**Signal wires on met2**

Scale: 2 px per µm.
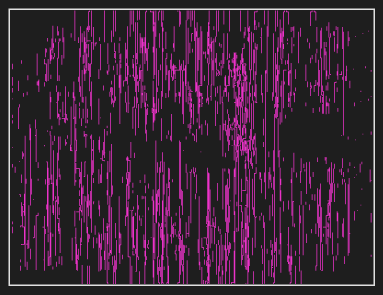
**M3 wires**

Scale: 3 px per µm. Cells faint in the background.
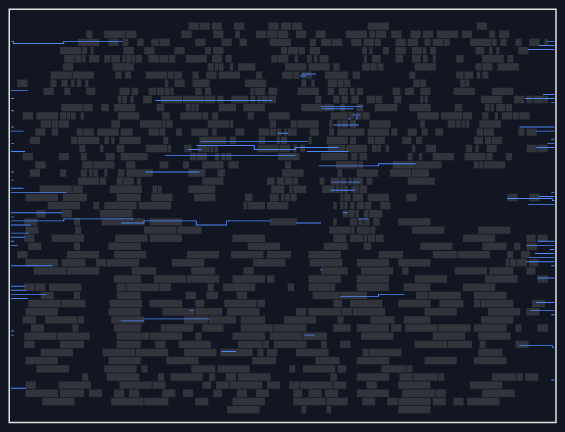
**Routed clock nets over the placement**

Scale: 1.5 px per µm.
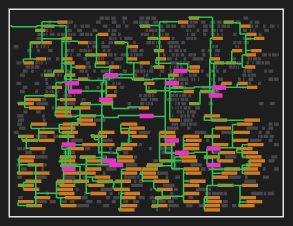
**Track usage over the die**

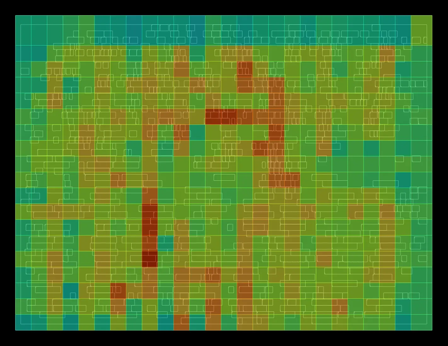
**The metal 1 layer**

Scale: 2 px per µm. Supply wires on this layer in grey. Cells faint in the background.
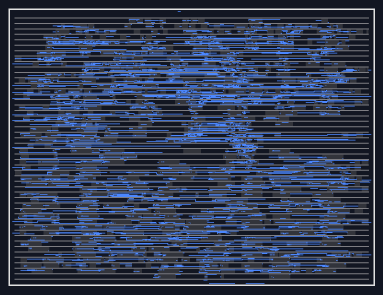
===== src/rtl/imem_line_responder_pkg.sv =====
// Shared definitions for the instruction-memory line responder: FSM encoding and the
// bubble word that decode can reuse when inserting NOPs.
package imem_line_responder_pkg;

    typedef enum logic [1:0] {
        ST_IDLE = 2'd0,
        ST_REQ  = 2'd1,
        ST_FILL = 2'd2
    } imem_state_e;

    // addi x0,x0,0
    localparam logic [31:0] NOP_WORD_DEFAULT = 32'h0000_0013;

endpackage


===== src/rtl/imem_line_store.sv =====
// Word storage for the single buffered line: one write port driven by the fill beats,
// one combinational read port indexed by the fetch offset.
module imem_line_store #(
    parameter int LINE_WORDS = 4,
    parameter int OFF_W      = $clog2(LINE_WORDS)
) (
    input  logic             clk,
    input  logic             we,
    input  logic [OFF_W-1:0] wr_idx,
    input  logic [31:0]      wr_data,
    input  logic [OFF_W-1:0] rd_idx,
    output logic [31:0]      rd_data
);

    logic [31:0] words [LINE_WORDS];

    // Contents are deliberately not reset; line_valid in the parent guards every read.
    always_ff @(posedge clk) begin
        if (we) begin
            words[wr_idx] <= wr_data;
        end
    end

    assign rd_data = words[rd_idx];

endmodule


===== src/rtl/imem_line_responder.sv =====
// Fetch-side instruction memory responder backed by one line buffer, refilled over a
// valid/ready request and beat-per-word response bus.
//
// state   | meaning
// IDLE    | serving hits; a miss latches the line tag and launches a fill
// REQ     | line-fill request held on the bus until accepted
// FILL    | collecting response beats in ascending word order
module imem_line_responder
    import imem_line_responder_pkg::*;
#(
    parameter int          LINE_WORDS = 4,
    parameter logic [31:0] NOP_WORD   = NOP_WORD_DEFAULT
) (
    input  logic        clk,
    input  logic        rst,
    input  logic [31:0] im_addr,
    output logic [31:0] im_data,
    output logic        im_miss,
    input  logic        invalidate,
    output logic        mem_req_valid,
    output logic [31:0] mem_req_addr,
    input  logic        mem_req_ready,
    input  logic        mem_rsp_valid,
    input  logic [31:0] mem_rsp_data
);

    localparam int OFF_W = $clog2(LINE_WORDS);
    localparam int TAG_W = 32 - OFF_W;

    imem_state_e      state, state_nxt;
    logic             line_valid;
    logic             inv_pending;
    logic [TAG_W-1:0] line_tag;
    logic [TAG_W-1:0] fill_tag;
    logic [OFF_W-1:0] beat_cnt;

    logic [TAG_W-1:0] tag;
    logic [OFF_W-1:0] offset;
    logic             hit;
    logic             last_beat;
    logic             store_we;
    logic [31:0]      rd_data;

    assign tag       = im_addr[31:OFF_W];
    assign offset    = im_addr[OFF_W-1:0];
    assign hit       = line_valid && (tag == line_tag);
    assign last_beat = (beat_cnt == OFF_W'(LINE_WORDS - 1));
    assign store_we  = (state == ST_FILL) && mem_rsp_valid;

    imem_line_store #(
        .LINE_WORDS (LINE_WORDS),
        .OFF_W      (OFF_W)
    ) u_store (
        .clk     (clk),
        .we      (store_we),
        .wr_idx  (beat_cnt),
        .wr_data (mem_rsp_data),
        .rd_idx  (offset),
        .rd_data (rd_data)
    );

    always_comb begin
        state_nxt     = state;
        im_data       = NOP_WORD;
        im_miss       = 1'b1;
        mem_req_valid = 1'b0;
        mem_req_addr  = '0;
        if (hit) begin
            im_data = rd_data;
            im_miss = 1'b0;
        end
        case (state)
            ST_IDLE: begin
                if (!hit && !invalidate) begin
                    state_nxt = ST_REQ;
                end
            end
            ST_REQ: begin
                mem_req_valid = 1'b1;
                mem_req_addr  = {fill_tag, {OFF_W{1'b0}}};
                if (mem_req_ready) begin
                    state_nxt = ST_FILL;
                end
            end
            ST_FILL: begin
                if (mem_rsp_valid && last_beat) begin
                    state_nxt = ST_IDLE;
                end
            end
            default: state_nxt = ST_IDLE;
        endcase
    end

    always_ff @(posedge clk) begin
        if (rst) begin
            state       <= ST_IDLE;
            line_valid  <= 1'b0;
            inv_pending <= 1'b0;
            beat_cnt    <= '0;
            line_tag    <= '0;
            fill_tag    <= '0;
        end else begin
            state <= state_nxt;
            case (state)
                ST_IDLE: begin
                    if (invalidate) begin
                        line_valid <= 1'b0;
                    end else if (!hit) begin
                        fill_tag   <= tag;
                        line_valid <= 1'b0;
                    end
                end
                ST_REQ: begin
                    if (invalidate) begin
                        inv_pending <= 1'b1;
                    end
                    if (mem_req_ready) begin
                        beat_cnt <= '0;
                    end
                end
                ST_FILL: begin
                    if (invalidate) begin
                        inv_pending <= 1'b1;
                    end
                    if (mem_rsp_valid) begin
                        beat_cnt <= beat_cnt + 1'b1;
                        // A fence.i landing on the final beat still poisons the line.
                        if (last_beat) begin
                            line_tag    <= fill_tag;
                            line_valid  <= !(inv_pending || invalidate);
                            inv_pending <= 1'b0;
                        end
                    end
                end
                default: ;
            endcase
        end
    end

endmodule


===== config.mk =====
export PLATFORM = sky130hd
export DESIGN_NAME = imem_line_responder
export DESIGN_NICKNAME = d
export VERILOG_FILES = /design/src/rtl/imem_line_responder_pkg.sv /design/src/rtl/imem_line_store.sv /design/src/rtl/imem_line_responder.sv
export SDC_FILE = /design/constraint.sdc
export NUM_CORES = 1
export LEC_CHECK = 0
export CAP_MARGIN = 20
export CORE_ASPECT_RATIO = 0.75
export CORE_MARGIN = 2
export CORE_UTILIZATION = 35
export DETAILED_ROUTE_END_ITERATION = 10
export PLACE_DENSITY_LB_ADDON = 0.1
export SYNTH_ARGS = -nofsm -noshare
export SYNTH_HDL_FRONTEND = slang
export SYNTH_SLANG_ARGS = --single-unit
export TNS_END_PERCENT = 30

===== constraint.sdc =====
create_clock -name clk -period 4.1 [get_ports clk]
set_clock_uncertainty 0.1 [all_clocks]
set_input_delay 0.82 -clock clk [delete_from_list [all_inputs] [get_ports clk]]
set_output_delay 0.82 -clock clk [all_outputs]
set_load 0.01 [all_outputs]

==> results.ini <==
[pwr]
netSwitchingFraction=0.271
intPower_uw=3450
power_uw=4730
p_comb_uw=743
combPwrFrac=0.157
power.group.top=registers
p_per_area_mw_per_mm2=436
leakagePower_uw=0.00415

[worst_setup_path]
reg2reg_depth=9
cp_max_fo=16
worstReg2RegStart=line_tag[17]
cp_data_arrival_time_ps=3050
path_class=primary input to output pin
r2r_slack_ps=1420
critical_path.slowest_cell=clkdlybuf4s50_1
cp_num_buf_inv=5
cp-end-kind=output pin
cpPeakStageDelay_ps=510

[die]
initial_core_util=0.359
dieWidth_um=182
tapCellCount=300
rows=48
design.core.area_mm2=0.0231
chipArea_mm2=0.0249

[sta]
final-hold-violation-count=0
slew_headroom=0.345
tns_ps=0
worstMarginPinSlew_ps=982
finalCriticalPeriod_ps=3970
finalCritPeriodShare=0.969

[placed_design]
hpwl_mm=12.4
dp.cells=1036

[final_layout]
ff_latch_area_mm2=0.00516
seq_area_frac=0.476
finish.instance_area_mm2=0.0108
n_all_inverters=6
final_nets=835
drive_gt1_frac=0.146
largest_register_ffs=128
n_sequential_cell=194
clockNetworkAreaShare=0.0577
comb_share=0.274
antenna_cells=0
area_growth_syn_to_layout_pct=30.8
instances_no_fill=1072
layout.cells.most_common=edfxtp_1
reg.largest.list=u_store.words x128, fill_tag x30, line_tag x30
fillerInstances=2050
top_register=u_store.words

[global_routing]
grt_max_degree=101
busiest_layer=met2
grt_pass1_wl_mm=30.1
antenna_found_initial=0
overflow=0

[route]
routed-wl-met3_um=783
drcViolationCount=0
routed_via_density=4.90
dr_wl_met2_mm=9.44

[run_status]
status=completed

[synth]
synthTopLogicFamily=simple AND/OR/NAND/NOR gates
yosysWarnings=0
yosys.area.top_type=edfxtp_1
synth.distinct_cells=39
yosys.cell_count.top_type=edfxtp_1
yosys.area_share.aoi=0.0293
synth-xor-area-share=0.0317
ys.flop_type=edfxtp_1
ys_sh_simple=0.155
syn_area_per_cell_um2=13.5
edf_count=128
yosys_cells=614

[hold_path]
hp-class=register to register
min_to=line_tag[17]
hp-start=fill_tag[17]

[flow_run]
openroad.warnings=33
cap_viol_max_count=0

[clock_network]
cts.htree.levels=4
holdBufCountCts=0
clk_path_buf_depth=2
clock-sinks=194
cts_resized=14

Notes on 'signal wires on met2' above:
706 nets have wire on it. The layer holds 47% of the routed length. The longest straight run is 69.4 µm.
via count: 5256
Routed WL: 20.3 mm
met2 Use GR: 0.260

Notes on 'M3 wires' above:
The longest straight run is 43.2 µm. The layer holds 3.9% of the routed length. 74 nets have wire on it.
grt met3 use: 0.0367

Notes on 'routed clock nets over the placement' above:
flip-flops: marked orange, count 194. clock wires: marked green, length 2370 µm. clock-net drivers: marked magenta, count 17.
There are 18 routed clock nets.
clk latency late pin: 430 ps
clk pwr: 1730 µW
clock power share: 0.366

Notes on 'track usage over the die' above:
post-DR wirelength/cell: 18.9 µm
GR Util met1: 0.225

Notes on 'the metal 1 layer' above:
The layer holds 49% of the routed length. 770 nets have wire on it.

Power is estimated from default activity; no workload was simulated.
